$ cat src/rtl/mult_div_ctrl.sv
// mult_div_ctrl -- iterative signed multiply / divide unit with HI/LO result registers.
//
// The unit takes one operation at a time. It works on operand magnitudes one bit
// per cycle (shift-add for multiply, restoring division for divide) and then
// applies the sign in a single fix-up cycle. A request takes WIDTH+2 cycles from
// its acceptance edge to the next acceptance edge. A divide by zero returns after
// one cycle with only the div_zero flag set.
//
// Ports
//   clk       rising-edge clock
//   reset     asynchronous active-low reset
//   start     operation request, sampled only while idle
//   op        0 = signed multiply, 1 = signed divide
//   a, b      multiplicand/dividend, multiplier/divisor (two's complement)
//   busy      high while an operation is in flight
//   done      one-cycle completion pulse
//   div_zero  one-cycle pulse with done when the divisor is zero
//   hi, lo    registered results (product upper/lower, or remainder/quotient)
//   hi_w      HI write strobe, pulses with done on a normal completion
//   lo_w      LO write strobe, pulses with done on a normal completion
module mult_div_ctrl #(
  parameter int WIDTH = 32
) (
  input  logic             clk,
  input  logic             reset,
  input  logic             start,
  input  logic             op,
  input  logic [WIDTH-1:0] a,
  input  logic [WIDTH-1:0] b,
  output logic             busy,
  output logic             done,
  output logic             div_zero,
  output logic [WIDTH-1:0] hi,
  output logic [WIDTH-1:0] lo,
  output logic             hi_w,
  output logic             lo_w
);

  localparam logic [1:0] S_IDLE = 2'd0;
  localparam logic [1:0] S_MULT = 2'd1;
  localparam logic [1:0] S_DIV  = 2'd2;
  localparam logic [1:0] S_FIX  = 2'd3;

  localparam logic [5:0] LAST_CNT = 6'(WIDTH - 1);

  logic [1:0]         state;
  logic [5:0]         cnt;

  // Captured operation and working registers. These carry no reset: they are
  // always loaded at the acceptance edge before anything reads them.
  logic               op_r;
  logic               neg_q;
  logic               neg_r;
  logic [WIDTH-1:0]   opr;
  logic [WIDTH-1:0]   acc;
  logic [WIDTH-1:0]   lsw;

  logic [WIDTH-1:0]   mul_addend;
  logic [WIDTH:0]     mul_sum;
  logic [WIDTH:0]     div_shift;
  logic               div_ge;
  logic [WIDTH-1:0]   div_diff;
  logic [2*WIDTH-1:0] prod_fix;
  logic [WIDTH-1:0]   fix_hi;
  logic [WIDTH-1:0]   fix_lo;

  // Magnitude of a two's complement value. The most negative value maps onto
  // itself, which read as unsigned is exactly its magnitude.
  function automatic logic [WIDTH-1:0] mag(input logic signed [WIDTH-1:0] v);
    return v[WIDTH-1] ? -v : v;
  endfunction

  function automatic logic [WIDTH-1:0] cond_neg(input logic [WIDTH-1:0] v, input logic n);
    return n ? -v : v;
  endfunction

  function automatic logic [2*WIDTH-1:0] cond_neg2(input logic [2*WIDTH-1:0] v, input logic n);
    return n ? -v : v;
  endfunction

  assign busy = (state != S_IDLE);

  always_comb begin
    // Shift-add step: add the multiplicand when the current multiplier bit is set.
    mul_addend = lsw[0] ? opr : '0;
    mul_sum    = {1'b0, acc} + {1'b0, mul_addend};
    // Restoring step: the shifted partial remainder is below twice the divisor,
    // so it fits in WIDTH+1 bits and a successful difference fits in WIDTH bits.
    div_shift  = {acc, lsw[WIDTH-1]};
    div_ge     = (div_shift >= {1'b0, opr});
    div_diff   = div_shift[WIDTH-1:0] - opr;
    // Sign fix-up: quotient/product take the XOR of the operand signs, the
    // remainder takes the dividend sign.
    prod_fix   = cond_neg2({acc, lsw}, neg_q);
    if (op_r) begin
      fix_hi = cond_neg(acc, neg_r);
      fix_lo = cond_neg(lsw, neg_q);
    end else begin
      fix_hi = prod_fix[2*WIDTH-1:WIDTH];
      fix_lo = prod_fix[WIDTH-1:0];
    end
  end

  // Control and architectural results.
  always_ff @(posedge clk or negedge reset) begin
    if (!reset) begin
      state    <= S_IDLE;
      cnt      <= '0;
      done     <= 1'b0;
      div_zero <= 1'b0;
      hi_w     <= 1'b0;
      lo_w     <= 1'b0;
      hi       <= '0;
      lo       <= '0;
    end else begin
      done     <= 1'b0;
      div_zero <= 1'b0;
      hi_w     <= 1'b0;
      lo_w     <= 1'b0;
      case (state)
        S_IDLE: begin
          if (start) begin
            state <= op ? S_DIV : S_MULT;
            cnt   <= '0;
          end
        end
        S_MULT: begin
          cnt <= cnt + 6'd1;
          if (cnt == LAST_CNT) state <= S_FIX;
        end
        S_DIV: begin
          if (opr == '0) begin
            // Zero divisor: report and return without touching hi/lo.
            state    <= S_IDLE;
            done     <= 1'b1;
            div_zero <= 1'b1;
          end else begin
            cnt <= cnt + 6'd1;
            if (cnt == LAST_CNT) state <= S_FIX;
          end
        end
        S_FIX: begin
          state <= S_IDLE;
          done  <= 1'b1;
          hi_w  <= 1'b1;
          lo_w  <= 1'b1;
          hi    <= fix_hi;
          lo    <= fix_lo;
        end
        default: state <= S_IDLE;
      endcase
    end
  end

  // Iterative datapath.
  always_ff @(posedge clk) begin
    case (state)
      S_IDLE: begin
        if (start) begin
          op_r  <= op;
          neg_q <= a[WIDTH-1] ^ b[WIDTH-1];
          neg_r <= a[WIDTH-1];
          acc   <= '0;
          // Multiply: opr = multiplicand, lsw = multiplier.
          // Divide:   opr = divisor,      lsw = dividend (becomes the quotient).
          opr   <= op ? mag(b) : mag(a);
          lsw   <= op ? mag(a) : mag(b);
        end
      end
      S_MULT: begin
        acc <= mul_sum[WIDTH:1];
        lsw <= {mul_sum[0], lsw[WIDTH-1:1]};
      end
      S_DIV: begin
        if (div_ge) begin
          acc <= div_diff;
          lsw <= {lsw[WIDTH-2:0], 1'b1};
        end else begin
          acc <= div_shift[WIDTH-1:0];
          lsw <= {lsw[WIDTH-2:0], 1'b0};
        end
      end
      default: ;
    endcase
  end

endmodule
$ cat config.mk
export PLATFORM = sky130hd
export DESIGN_NAME = mult_div_ctrl
export DESIGN_NICKNAME = d
export VERILOG_FILES = /design/src/rtl/mult_div_ctrl.sv
export SDC_FILE = /design/constraint.sdc
export NUM_CORES = 1
export LEC_CHECK = 0
export CAP_MARGIN = 0
export CORE_MARGIN = 2
export CORE_UTILIZATION = 40
export CTS_BUF_LIST = sky130_fd_sc_hd__clkbuf_4 sky130_fd_sc_hd__clkbuf_8
export DETAILED_ROUTE_END_ITERATION = 7
export SLEW_MARGIN = 20
export SYNTH_ARGS = -nofsm -noshare
export SYNTH_HDL_FRONTEND = slang
export SYNTH_SLANG_ARGS = --single-unit
$ cat constraint.sdc
create_clock -name clk -period 5.25 [get_ports clk]
set_input_delay 0.7875 -clock clk [delete_from_list [all_inputs] [get_ports clk]]
set_output_delay 0.7875 -clock clk [all_outputs]
set_load 0.01 [all_outputs]
Run 1, metal 4:
The bar under the picture is 50 um long.
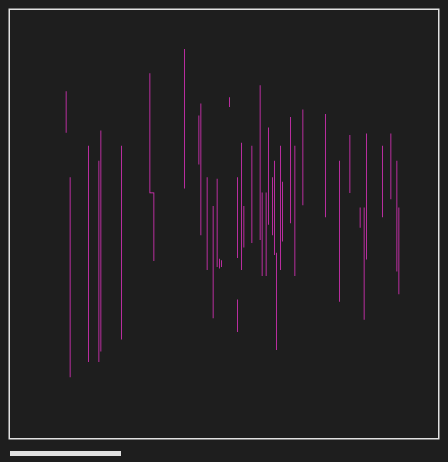
wire length on this layer	1950 um
longest straight run	99.3 um
main direction	vertical
share of all routed wire	4.2%
routed vias: 13290
routed wire length: 47100 um

Run 1, cell sizes after repair:
The bar under the picture is 50 um long.
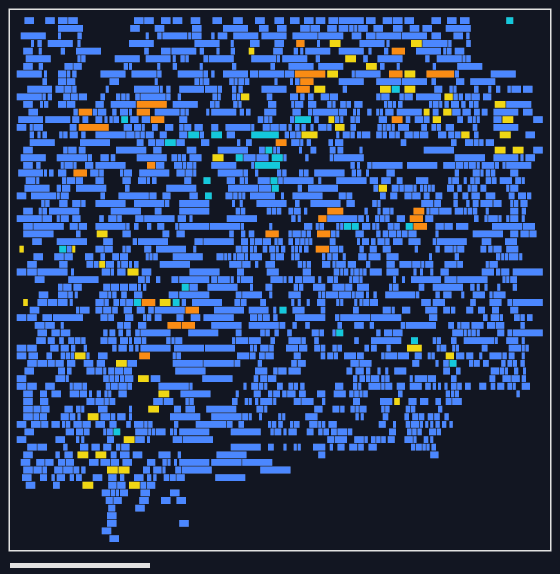
size	colour	cells	share
drive 2	yellow	49	2.8%
drive 1 or less	blue	1655	94%
drive 6 and up	orange	29	1.6%
drive 3 to 4	cyan	28	1.6%
Area Overhead vs Synth: 15.67%
post-route cell area: 16500 um^2
final worst setup slack: 1.441 ns

==> results_slide.txt, run 1 <==
Flow Results at a Glance

Power and ir drop
  • Power Dens Cells: a little over 600 nW/um^2
  • Share of total power in sequential cells: approximately 30%
  • Fraction of power spent switching nets: about half

Route
  • Number of nets with antenna violations after routing: 0
  • DRC marker count from the first detailed-route iteration: ~1100
  • Met2 Routed Length: approximately 23000 um
  • Amount of wire on met3 after detailed routing: 2530 um
  • DRT met1 WL: around 19000 um

Run status
  • Run status: complete, no violations

Synthesis
  • Post-synthesis area per instance: approximately 8.6 um^2
  • Adder and majority cell fraction of the synthesized area: 6.771%
  • Post-synthesis share of cell area spent on and-or and or-and gates: between 20% and 30%
  • Library cell occupying the most area in the post-synthesis netlist: sky130_fd_sc_hd__edfxtp_1
  • Chip area line of the yosys report: between 10000 and 15000 um^2
  • Largest cells by area after synthesis: sky130_fd_sc_hd__edfxtp_1, sky130_fd_sc_hd__dfrtp_1, sky130_fd_sc_hd__xor2_1

Clocking
  • TritonCTS clock tree: built

Worst setup path
  • Number of cells on the worst reg-to-reg path: 10
  • R2R setup slack: ~1.4 ns
  • Critical R2R Launch: acc[5]

Die
  • Overall die width: just under 200 um

Timing
  • Fmax: 0.2625 GHz

Final layout
  • Area used by multi-input combinational logic: approximately 8800 um^2
  • Number of filler cells placed in the layout: between 3000 and 4000

Placed design
  • Setup WS pre-CTS: approximately 1.4 ns
Run 1, clock network drawn from the DEF:
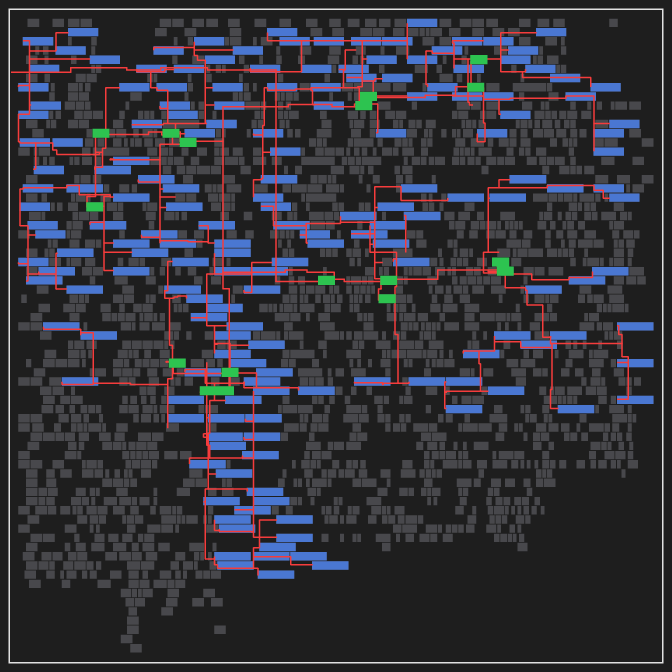
[flip-flops] blue | count: 174
[cells driving clock nets] green | count: 17
[clock wires] red | length: 2540 um
routed clock nets	18
flops lie	all over the die
clock-net power: 1.07 mW
Setup Skew: 0.02368 ns
insertion delay of the later-clocked pin in the worst-skew pair: 0.50 ns

-- run 1: layer usage --
| layer | GRT usage [%] | vias up |
|---|---|---|
| met5 | 0 | - |
| met4 | 10.60 | 0 |
| met3 | 3.292 | 90 |
| met2 | 43.64 | 491 |
| met1 | 31.92 | 6378 |
| li1 | - | 6331 |
-- run 1: cell type report --
| type | instances | share of cell area, % |
|---|---|---|
| Clock buffer | 17 | 1.418 |
| Sequential cell | 174 | 29.39 |
| Tap cell | 461 | 3.495 |
| Timing Repair Buffer | 154 | 9.136 |
| Inverter | 79 | 1.797 |
| Multi-Input combinational cell | 1322 | 53.54 |
| Clock inverter | 15 | 1.221 |
-- run 1: sequential cells by signal, summed over array words and instances (netlist names) --
name	flops
neg_r	1
cnt	6
opr	32
div_zero	1
state	2
op_r	1
acc	32
neg_q	1
lo	32
done	1
hi	32
lo_w	1
lsw	32
-- run 1: power by group through the flow --
stage                     combinational [mW]  clock [mW]  sequential, mW
final                                   6.02        1.07            3.02
after global routing                    6.64        1.14            3.09
after CTS                               5.99        1.08            3.01
after detailed placement                5.96           0            3.04
after global placement                  5.92           0            3.04
after floorplan                         4.01           0            2.85
-- run 1: metrics by stage --
| stage | total power [mW] | hold slack, ns | instances |
|---|---|---|---|
| 2_1_floorplan | 6.855 | 0.4759 | 1652 |
| 3_3_place_gp | 8.961 | 0.4902 | 2189 |
| 3_5_place_dp | 8.997 | 0.4975 | 2189 |
| 4_1_cts | 10.09 | 0.4662 | 2221 |
| 5_1_grt | 10.87 | 0.1747 | 2222 |
| 6_report | 10.11 | 0.1793 | 2222 |
-- run 1: kinds of logic after synthesis --
kind of cell / count (synthesis)
fa+ha+maj: 76
simple gates: 502
buf+inv: 156
flops: 174
compound gates: 512
mux: 63
xor+xnor: 169
Run 1, I/O pins on the die edge:
Pins as bars across the die edge, other pins in grey.
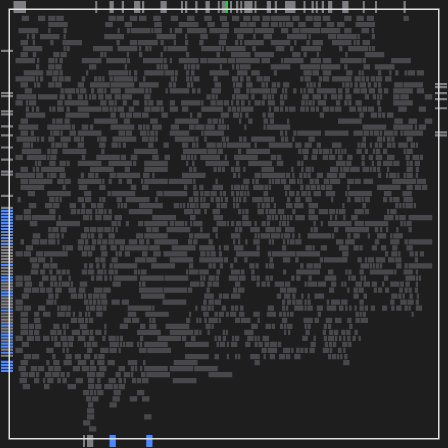

==> run 2: changes to the inputs <==
==> constraint.sdc (replaced) <==
create_clock -name clk -period 3.7 [get_ports clk]
set_input_delay 0.555 -clock clk [delete_from_list [all_inputs] [get_ports clk]]
set_output_delay 0.555 -clock clk [all_outputs]
set_load 0.01 [all_outputs]
Run 2, I/O pins on the die edge:
Pins as bars across the die edge, other pins in grey.
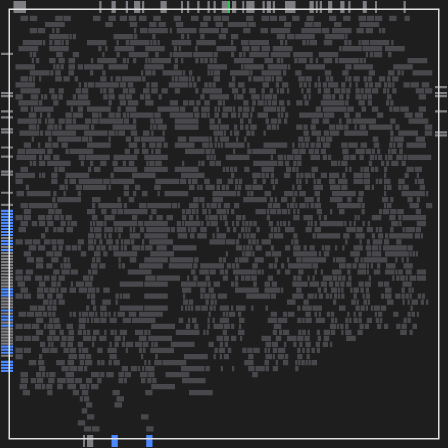
port	colour	pins	direction	edge
start	green	1	input	top
b	blue	32	input	26 left, 6 bottom
count of buffers inserted at the top-level ports: 136
overall die width: 192.9 um

==> run 2 against run 1 <==
Effect of this change: flip-flop count stayed put; power is 46% higher; area after synthesis stayed put; worst setup slack worse by 1.2 ns; global-route usage is 0.90 points higher; sequential power is 33% higher; hold slack better by 0.031 ns; critical path depth is 2 higher; critical path type unchanged; critical endpoint is now acc[10].
==> results_slide.txt, run 2 <==
Flow Results at a Glance

Run
  • Max-cap violations: 0

Clocking
  • CTS H-tree lvls: 4
  • Post-CTS setup buffers: 0
  • Insertion delay of the later-clocked pin in the worst-skew pair: around 0.48 ns
  • Buffer type at the clock tree root: sky130_fd_sc_hd__clkbuf_8
  • TritonCTS clock tree: built

Synthesis
  • Library cell occupying the most area in the post-synthesis netlist: sky130_fd_sc_hd__edfxtp_1
  • Adder and majority cell fraction of the synthesized area: 6.771%
  • Yosys stat cell total: 1652
  • Largest cells by area after synthesis: sky130_fd_sc_hd__edfxtp_1, sky130_fd_sc_hd__dfrtp_1, sky130_fd_sc_hd__xor2_1
  • Largest combinational cell category by area: AND-OR/OR-AND gates
  • Post-synthesis area per instance: between 8 and 9 um^2
  • Post-synthesis share of cell area spent on and-or and or-and gates: a little under a quarter
  • Chip area line of the yosys report: 14270 um^2

Final layout
  • Flip-flop and latch area: a little under 5000 um^2
  • Number of filler cells placed in the layout: between 3000 and 4000
  • Area used by multi-input combinational logic: roughly 8800 um^2
  • Area Overhead vs Synth: 18.69%

GRT
  • Maximum number of pins on one net before global-route repair: approximately 76
  • Global-route wire length before repair: 74330 um
  • Overflow left after global routing: 0
  • Via count of the first global-routing pass: approximately 13000
  • Initial antenna violation count: 0

Timing
  • Setup repair after global routing missed its margin: false
  • Max Transition Viols Final: 0
  • Worst Hold Margin: between 0.2 and 0.25 ns
  • Fmax: roughly 0.29 GHz
  • Total negative slack: 0 ns
  • Setup Skew: roughly 0.016 ns
  • Count of final hold-check violations: 0
  • Rel. slew slack: 35.17%
  • Final worst setup slack: 0.2530 ns

Worst setup path
  • Signal arrival time at the worst endpoint: roughly 3.6 ns
  • R2R setup slack: between 0.2 and 0.3 ns
  • Critical R2R Launch: opr[22]
  • Number of cells on the worst reg-to-reg path: 12
  • Launching element of the worst setup path: opr[22]

Route
  • Routed vias: ~14000
  • Routed wire length: between 40000 and 50000 um
  • Number of nets with antenna violations after routing: 0
  • Wirelength per Cell: 21.13 um
  • DRC marker count from the first detailed-route iteration: a little under 1000

Power and ir drop
  • Power, Total: roughly 15 mW
  • Power Dens Cells: 871.8 nW/um^2

Placed design
  • Setup WS pre-CTS: between 0.15 and 0.2 ns

Run status
  • Run status: complete, no violations

Die
  • Core area: approximately 35000 um^2
  • Initial Utilization: between 40% and 50%
## run 2: layout make-up
cell class / count / area share [%]
multi-input combinational: 1322 / 52.24
sequential: 174 / 28.64
timing repair buffer: 212 / 11.59
tap: 461 / 3.406
inverter: 79 / 1.751
clock buffer: 19 / 1.470
clock inverter: 13 / 0.9015
## run 2: cells by family after synthesis
group | count (synthesis)
AOI/OAI and AO/OA | 512
and+or+nand+nor | 502
DFF | 174
xor gates and xnor gates | 169
buffers and inverters | 156
adders and majority gates | 76
muxes | 63
## run 2: layer usage
metal,GRT usage (%),wire (um),vias up
met5,0,0,-
met4,14.24,2806,0
met3,3.637,2539,139
met2,44.80,23230,492
met1,31.96,19610,6487
li1,-,-,6445
## run 2: through the flow
| step | cell area (um^2) | cells |
|---|---|---|
| after global routing | 16930 | 2280 |
| after detailed placement | 16510 | 2248 |
| after floorplan | 14270 | 1652 |
| final | 16930 | 2280 |
| after CTS | 16920 | 2280 |
| after global placement | 16510 | 2248 |
## run 2: where the power goes
| group | internal [mW] | switching, mW |
|---|---|---|
| registers | 3.20 | 0.828 |
| clock network | 0.579 | 0.813 |
| logic | 3.79 | 5.55 |
## run 2: critical path, cell delays in order, from the launching register on
cell and delay [ns]:
sky130_fd_sc_hd__edfxtp_1 0.50, sky130_fd_sc_hd__inv_1 0.11, sky130_fd_sc_hd__ha_1 0.46, sky130_fd_sc_hd__nand2_1 0.22
sky130_fd_sc_hd__nor4_2 0.47, sky130_fd_sc_hd__buf_4 0.18, sky130_fd_sc_hd__nand4_1 0.09, sky130_fd_sc_hd__nand4_1 0.18
sky130_fd_sc_hd__a31oi_2 0.12, sky130_fd_sc_hd__buf_4 0.27, sky130_fd_sc_hd__and3_1 0.18, sky130_fd_sc_hd__o21ai_0 0.26
sky130_fd_sc_hd__a21oi_1 0.13
No activity file was given, so power comes from the tool's default toggle rates.
